File: src/rtl/multicycle_ctrl_pkg.sv
// multicycle_ctrl_pkg: shared states, opcode/funct constants and datapath select encodings.
package multicycle_ctrl_pkg;
    typedef enum logic [3:0] {
        FETCH, DECODE, EXEC_R, EXEC_I, MEM_ADDR, MEM_RD, MEM_WR,
        WB_ALU, WB_MEM, BRANCH, JUMP, TRAP
    } state_t;

    localparam logic [5:0] OP_RTYPE = 6'd0;
    localparam logic [5:0] OP_J     = 6'd2;
    localparam logic [5:0] OP_JAL   = 6'd3;
    localparam logic [5:0] OP_BEQ   = 6'd4;
    localparam logic [5:0] OP_BNE   = 6'd5;
    localparam logic [5:0] OP_ADDI  = 6'd8;
    localparam logic [5:0] OP_LW    = 6'd35;
    localparam logic [5:0] OP_SW    = 6'd43;
    localparam logic [5:0] FN_JR    = 6'd8;

    localparam logic [1:0] SRCB_RT = 2'd0, SRCB_FOUR = 2'd1, SRCB_IMM = 2'd2, SRCB_IMM_SH = 2'd3;
    localparam logic [1:0] PC_ALU = 2'd0, PC_ALUOUT = 2'd1, PC_JUMP = 2'd2, PC_RS = 2'd3;
    localparam logic [1:0] DST_RT = 2'd0, DST_RD = 2'd1, DST_RA = 2'd2;
    localparam logic [1:0] WD_ALU = 2'd0, WD_MEM = 2'd1, WD_PC = 2'd3;
    localparam logic [2:0] ALU_ADD = 3'd0, ALU_SUB = 3'd1, ALU_FUNCT = 3'd2;

    function automatic logic is_wait(state_t s);
        return s inside {FETCH, MEM_RD, MEM_WR};
    endfunction
endpackage

File: src/rtl/multicycle_ctrl_if.sv
// multicycle_ctrl_if: memory request/ready handshake between controller and memory.
interface multicycle_ctrl_if;
    logic mem_read_o;
    logic mem_write_o;
    logic iord_o;
    logic mem_ready_i;
    modport master (output mem_read_o, mem_write_o, iord_o, input mem_ready_i);
    modport slave  (input mem_read_o, mem_write_o, iord_o, output mem_ready_i);
endinterface

File: src/rtl/multicycle_ctrl_timeout.sv
// mc_timeout: memory-wait cycle counter; expired is high once the count saturates.
module mc_timeout #(
    parameter int W = 4
) (
    input  logic clk_i,
    input  logic rst_i,
    input  logic clr,
    input  logic inc,
    output logic expired
);
    logic [W-1:0] cnt;
    always_ff @(posedge clk_i or posedge rst_i)
        if (rst_i) cnt <= '0;
        else if (clr) cnt <= '0;
        else if (inc) cnt <= cnt + 1'b1;
    assign expired = &cnt;
endmodule

File: src/rtl/multicycle_ctrl.sv
// multicycle_ctrl: multicycle MIPS-style control FSM with memory-wait timeout trap.
// Define MULTICYCLE_CTRL_PERF_EN to build the cycle/instruction counters.
module multicycle_ctrl
    import multicycle_ctrl_pkg::*;
#(
    parameter int TIMEOUT_W = 4,
    parameter int CNT_W     = 32
) (
    input  logic             clk_i,
    input  logic             rst_i,
    multicycle_ctrl_if.master mem,
    input  logic [5:0]       opcode_i,
    input  logic [5:0]       funct_i,
    input  logic             zero_i,
    output logic             ir_write_o,
    output logic             pc_write_o,
    output logic             reg_write_o,
    output logic             alu_src_a_o,
    output logic [1:0]       alu_src_b_o,
    output logic [2:0]       alu_op_o,
    output logic [1:0]       pc_src_o,
    output logic [1:0]       reg_dst_o,
    output logic [1:0]       mem_to_reg_o,
    output logic             err_o,
    output logic [CNT_W-1:0] cyc_cnt_o,
    output logic [CNT_W-1:0] ins_cnt_o
);
    state_t state, next;
    logic ready, waiting, expired;

    assign ready   = mem.mem_ready_i;
    assign waiting = is_wait(state);

    // clearing on ready or outside a wait state is equivalent to clearing on wait-state entry
    mc_timeout #(.W(TIMEOUT_W)) u_timeout (
        .clk_i   (clk_i),
        .rst_i   (rst_i),
        .clr     (!waiting || ready),
        .inc     (waiting && !ready),
        .expired (expired)
    );

    always_ff @(posedge clk_i or posedge rst_i)
        if (rst_i) state <= FETCH;
        else state <= next;

    always_comb begin
        next            = state;
        mem.mem_read_o  = 1'b0;
        mem.mem_write_o = 1'b0;
        mem.iord_o      = 1'b0;
        ir_write_o      = 1'b0;
        pc_write_o      = 1'b0;
        reg_write_o     = 1'b0;
        alu_src_a_o     = 1'b0;
        alu_src_b_o     = SRCB_RT;
        alu_op_o        = ALU_ADD;
        pc_src_o        = PC_ALU;
        reg_dst_o       = DST_RT;
        mem_to_reg_o    = WD_ALU;
        err_o           = 1'b0;
        // outputs are gated by reset so a pending request drops immediately
        if (!rst_i)
            case (state)
                FETCH: begin
                    mem.mem_read_o = 1'b1;
                    alu_src_b_o    = SRCB_FOUR;
                    ir_write_o     = ready;
                    pc_write_o     = ready;
                    next           = ready ? DECODE : expired ? TRAP : FETCH;
                end
                DECODE: begin
                    alu_src_b_o = SRCB_IMM_SH;
                    case (opcode_i)
                        OP_RTYPE:      next = EXEC_R;
                        OP_LW, OP_SW:  next = MEM_ADDR;
                        OP_ADDI:       next = EXEC_I;
                        OP_BEQ, OP_BNE: next = BRANCH;
                        OP_J, OP_JAL:  next = JUMP;
                        default:       next = TRAP;
                    endcase
                end
                EXEC_R: begin
                    alu_src_a_o = 1'b1;
                    alu_op_o    = ALU_FUNCT;
                    pc_write_o  = funct_i == FN_JR;
                    pc_src_o    = PC_RS;
                    next        = funct_i == FN_JR ? FETCH : WB_ALU;
                end
                EXEC_I: begin
                    alu_src_a_o = 1'b1;
                    alu_src_b_o = SRCB_IMM;
                    next        = WB_ALU;
                end
                MEM_ADDR: begin
                    alu_src_a_o = 1'b1;
                    alu_src_b_o = SRCB_IMM;
                    next        = opcode_i == OP_SW ? MEM_WR : MEM_RD;
                end
                MEM_RD: begin
                    mem.mem_read_o = 1'b1;
                    mem.iord_o     = 1'b1;
                    next           = ready ? WB_MEM : expired ? TRAP : MEM_RD;
                end
                MEM_WR: begin
                    mem.mem_write_o = 1'b1;
                    mem.iord_o      = 1'b1;
                    next            = ready ? FETCH : expired ? TRAP : MEM_WR;
                end
                WB_ALU: begin
                    reg_write_o = 1'b1;
                    reg_dst_o   = opcode_i == OP_RTYPE ? DST_RD : DST_RT;
                    next        = FETCH;
                end
                WB_MEM: begin
                    reg_write_o  = 1'b1;
                    mem_to_reg_o = WD_MEM;
                    next         = FETCH;
                end
                BRANCH: begin
                    alu_src_a_o = 1'b1;
                    alu_op_o    = ALU_SUB;
                    pc_src_o    = PC_ALUOUT;
                    pc_write_o  = (opcode_i == OP_BEQ && zero_i) || (opcode_i == OP_BNE && !zero_i);
                    next        = FETCH;
                end
                JUMP: begin
                    pc_write_o   = 1'b1;
                    pc_src_o     = PC_JUMP;
                    reg_write_o  = opcode_i == OP_JAL;
                    reg_dst_o    = opcode_i == OP_JAL ? DST_RA : DST_RT;
                    mem_to_reg_o = opcode_i == OP_JAL ? WD_PC : WD_ALU;
                    next         = FETCH;
                end
                TRAP: begin
                    err_o = 1'b1;
                    next  = TRAP;
                end
                default: next = TRAP;
            endcase
    end

`ifdef MULTICYCLE_CTRL_PERF_EN
    always_ff @(posedge clk_i or posedge rst_i)
        if (rst_i) begin
            cyc_cnt_o <= '0;
            ins_cnt_o <= '0;
        end else begin
            cyc_cnt_o <= cyc_cnt_o + 1'b1;
            if (state != FETCH && next == FETCH) ins_cnt_o <= ins_cnt_o + 1'b1;
        end
`else
    assign cyc_cnt_o = '0;
    assign ins_cnt_o = '0;
`endif
endmodule

File: src/flat_wrapper.sv
// flat-port wrapper written by rule: the top's interface ports become plain ports
module multicycle_ctrl_flat import multicycle_ctrl_pkg::*;
#(
    parameter int TIMEOUT_W = 4,
    parameter int CNT_W     = 32
)
  (clk_i, rst_i, opcode_i, funct_i, zero_i, ir_write_o, pc_write_o, reg_write_o, alu_src_a_o, alu_src_b_o, alu_op_o, pc_src_o, reg_dst_o, mem_to_reg_o, err_o, cyc_cnt_o, ins_cnt_o, mem_mem_read_o, mem_mem_write_o, mem_iord_o, mem_mem_ready_i);
  multicycle_ctrl_if mem_i ();
  input  logic clk_i;
  input  logic rst_i;
  input  logic [5:0] opcode_i;
  input  logic [5:0] funct_i;
  input  logic zero_i;
  output logic ir_write_o;
  output logic pc_write_o;
  output logic reg_write_o;
  output logic alu_src_a_o;
  output logic [1:0] alu_src_b_o;
  output logic [2:0] alu_op_o;
  output logic [1:0] pc_src_o;
  output logic [1:0] reg_dst_o;
  output logic [1:0] mem_to_reg_o;
  output logic err_o;
  output logic [CNT_W-1:0] cyc_cnt_o;
  output logic [CNT_W-1:0] ins_cnt_o;
  output wire logic [$bits(mem_i.mem_read_o)-1:0] mem_mem_read_o;
  output wire logic [$bits(mem_i.mem_write_o)-1:0] mem_mem_write_o;
  output wire logic [$bits(mem_i.iord_o)-1:0] mem_iord_o;
  input wire logic [$bits(mem_i.mem_ready_i)-1:0] mem_mem_ready_i;
  assign mem_mem_read_o = mem_i.mem_read_o;
  assign mem_mem_write_o = mem_i.mem_write_o;
  assign mem_iord_o = mem_i.iord_o;
  assign mem_i.mem_ready_i = mem_mem_ready_i;
  multicycle_ctrl #(.TIMEOUT_W(TIMEOUT_W), .CNT_W(CNT_W)) u_core (.clk_i(clk_i), .rst_i(rst_i), .mem(mem_i), .opcode_i(opcode_i), .funct_i(funct_i), .zero_i(zero_i), .ir_write_o(ir_write_o), .pc_write_o(pc_write_o), .reg_write_o(reg_write_o), .alu_src_a_o(alu_src_a_o), .alu_src_b_o(alu_src_b_o), .alu_op_o(alu_op_o), .pc_src_o(pc_src_o), .reg_dst_o(reg_dst_o), .mem_to_reg_o(mem_to_reg_o), .err_o(err_o), .cyc_cnt_o(cyc_cnt_o), .ins_cnt_o(ins_cnt_o));
endmodule
File: config.mk
export PLATFORM = sky130hd
export DESIGN_NAME = multicycle_ctrl_flat
export DESIGN_NICKNAME = d
export VERILOG_FILES = /design/src/rtl/multicycle_ctrl_pkg.sv /design/src/rtl/multicycle_ctrl_if.sv /design/src/rtl/multicycle_ctrl_timeout.sv /design/src/rtl/multicycle_ctrl.sv /design/src/flat_wrapper.sv
export SDC_FILE = /design/constraint.sdc
export NUM_CORES = 1
export LEC_CHECK = 0
export ABC_AREA = 1
export CORE_ASPECT_RATIO = 0.6
export CORE_MARGIN = 2
export CORE_UTILIZATION = 35
export CTS_CLUSTER_DIAMETER = 120
export CTS_CLUSTER_SIZE = 30
export DETAILED_ROUTE_END_ITERATION = 6
export HOLD_SLACK_MARGIN = 0.02
export PLACE_DENSITY = 0.9
export SETUP_SLACK_MARGIN = 0.05
export SYNTH_ARGS = -nofsm -noshare
export SYNTH_HDL_FRONTEND = slang
export SYNTH_SLANG_ARGS = --single-unit
File: constraint.sdc
create_clock -name clk_i -period 1.77 [get_ports clk_i]
set_input_delay 0.354 -clock clk_i [delete_from_list [all_inputs] [get_ports clk_i]]
set_output_delay 0.354 -clock clk_i [all_outputs]
set_load 0.01 [all_outputs]
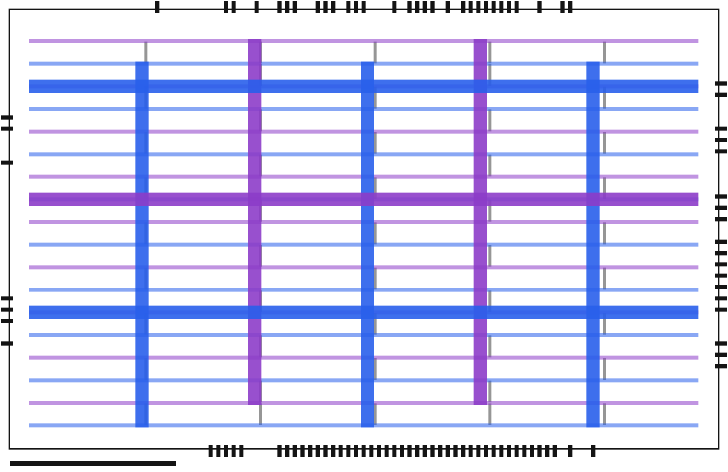
(power grid)
Bar = 20 um. Pins as bars on the die edge. Tap cells in gray.
- VDD: purple
- VSS: blue
- rows: 17
- signal pins: 99
- met4 straps: 5
- tap cells: 47

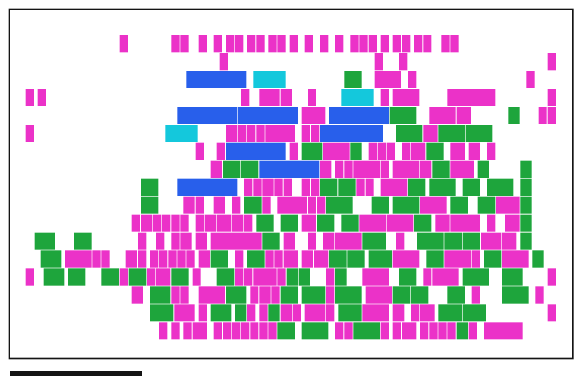
(placement by cell class)
Bar = 20 um.
- combinational and other logic: magenta (cells 209; share of their area 55%)
- flops: blue (cells 8; share of their area 9.9%)
- other buffers and delay cells: green (cells 85; share of their area 33%)
- clock drivers: cyan (cells 3; share of their area 2.0%)
Floorplan Core Area: 3720 sq um
register share of the cell area: 9.59%
number of rows in the core area: 17

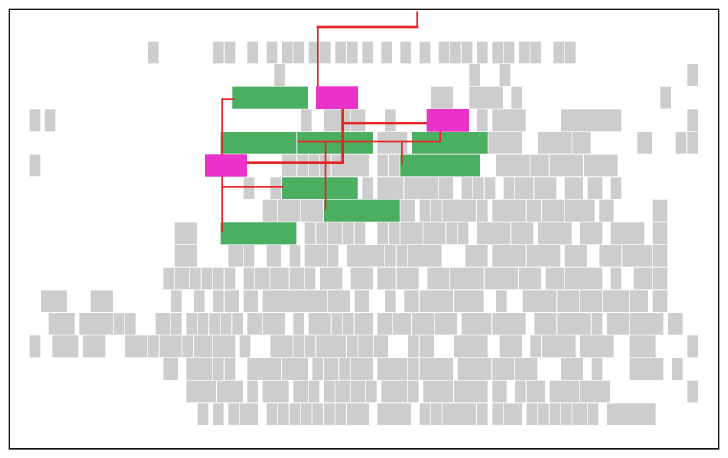
(clock distribution)
- clock drivers: magenta (count 3)
- clock wires: red (length 118 um)
- flip-flops: green (count 8)
- routed clock nets: 4
worst clock skew: 0.00261 ns
Skew-Pair Late Insertion Delay: 0.23 ns
Clock net power: 213 uW

==> notes.md <==
Implementation results are summarized by area below.

Outcome
The flow ran to the end, but the final reports show violations. The checks that failed: negative setup slack.

Worst setup path
The arrival time at the worst endpoint is 1.60 ns. The endpoint of the lowest-slack register-to-register path is u_core.state[1]$_DFFE_PP0N_. The launching instance or port of the critical path is u_core.state[2]$_DFFE_PP0N_.

Placed design
The minimum setup slack after placement is -0.621 ns. The HPWL after detailed placement is 2940 um.

Drt
Per the detailed-route log, wirelength across all metal layers totals 4520 um. Per the detail_route report, the via count comes to 1557. The total DRC errors in the routed layout is 0.

Floorplan
The initial core utilization is 37.2%. The number of top-level pins is 99.

CTS
The number of hold buffers added after CTS was 0. TritonCTS built the clock tree.

Logic synthesis
The flip-flop and latch count after synthesis is 8. The fraction of post-synthesis cell area in the top cell type by area is 35.8%. Sorting the synthesized cells by area gives the leading types as sky130_fd_sc_hd__buf_4 (36%), sky130_fd_sc_hd__dfrtp_1 (14%), sky130_fd_sc_hd__nor2_1 (9.2%). In the synthesized netlist, the number of instances is 220.

The sequential element share of the synthesized area is 14.5%.

Layout
The finished layout holds 352 standard cells, fillers aside. In the final layout, the share of cells above drive strength 1 is 39.0%.

Final timing
The final max-slew violation count is 0. The routed design could run at a clock period as short as 1.96 ns. The final-report setup violation count is 10. The critical path in the final layout is reported with a setup slack of -0.185 ns.

Power
The relative contribution of combinational cells to total power is 77.6%. The maximum resistive drop on vdd is 0.000510 V. The flow reported a cell area power density of 1090 nW/um^2.

GRT
The number of global-route vias before repair is 1378. For this run, global-route usage on met2 was measured as 31.9%.

Flow run
The max-capacitance violation count is 0.
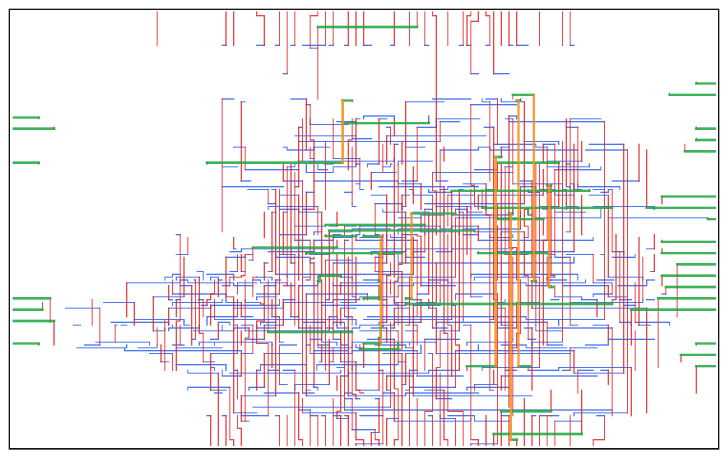
(wiring by layer)
- metal 2: red (wire length 2270 um)
- metal 4: orange (wire length 150 um)
- metal 3: green (wire length 347 um)
- metal 1: blue (wire length 1760 um)

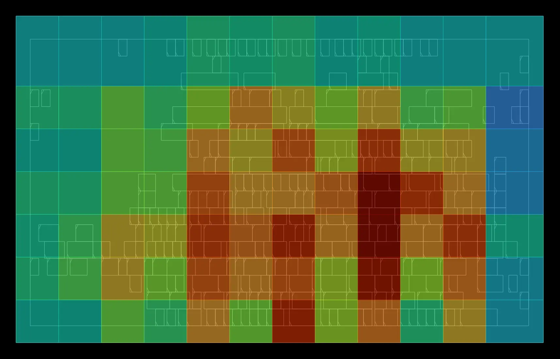
(track usage over the die)
global route hottest layer: met2
M1 GR Usage: 21.1%
routed wire length per instance: 12.8 um
final core utilization: 56.4%

-- worst reg2reg max path: stages (launching register included) --
cell                      delay (ns)
sky130_fd_sc_hd__dfrtp_1        0.40
sky130_fd_sc_hd__inv_2          0.14
sky130_fd_sc_hd__nand2_4        0.10
sky130_fd_sc_hd__buf_6          0.14
sky130_fd_sc_hd__nor2_4         0.17
sky130_fd_sc_hd__buf_4          0.14
sky130_fd_sc_hd__buf_4          0.11
sky130_fd_sc_hd__nand2_1        0.06
sky130_fd_sc_hd__nand3_1        0.11
sky130_fd_sc_hd__nor2_1         0.05
sky130_fd_sc_hd__a21oi_1        0.12
-- logic make-up (layout without fill, tap and decap cells) --
group / Yosys count / count (layout) / synth area share, %
AND/OR/NAND/NOR: 104 / 104 / 34.5
buffers and inverters: 88 / 109 / 41.8
AND-OR/OR-AND: 16 / 16 / 6.78
flip-flops: 8 / 8 / 14.5
XOR/XNOR: 2 / 2 / 1.27
adder cells (fa/ha/maj): 1 / 1 / 0.904
other: 1 / 65 / 0.271
-- layout make-up --
type                       instances  area [sq um]
timing repair buffer              85           681
tap                               47          58.8
clock buffer                       3          41.3
sequential                         8           201
fill                             321          1620
multi-input combinational        188          1030
inverter                          21          83.8
-- routing by layer --
layer,vias to the layer above,part of all wire (%)
li1,737,-
met3,18,7.7
met4,0,3.3
met2,83,50
met5,-,0
met1,719,39
-- power by group through the flow --
stage	registers (uW)	logic, uW	clock network, uW
finish	299	1780	213
global route	305	1890	237
CTS	296	1540	222
detailed placement	281	1280	0
global placement	276	1250	0
floorplan	282	702	0
-- timing repair --
item,in CTS,in global routing
pin swaps,10,17
setup buffers,7,5
setup endpoints to repair,18,18
gates resized,118,28
-- sequential cells by signal, indices dropped and copies added, names as in the netlist --
| name | flops |
|---|---|
| u_core.state | 4 |
| u_core.u_timeout.cnt | 4 |
Power is estimated from default activity; no workload was simulated.
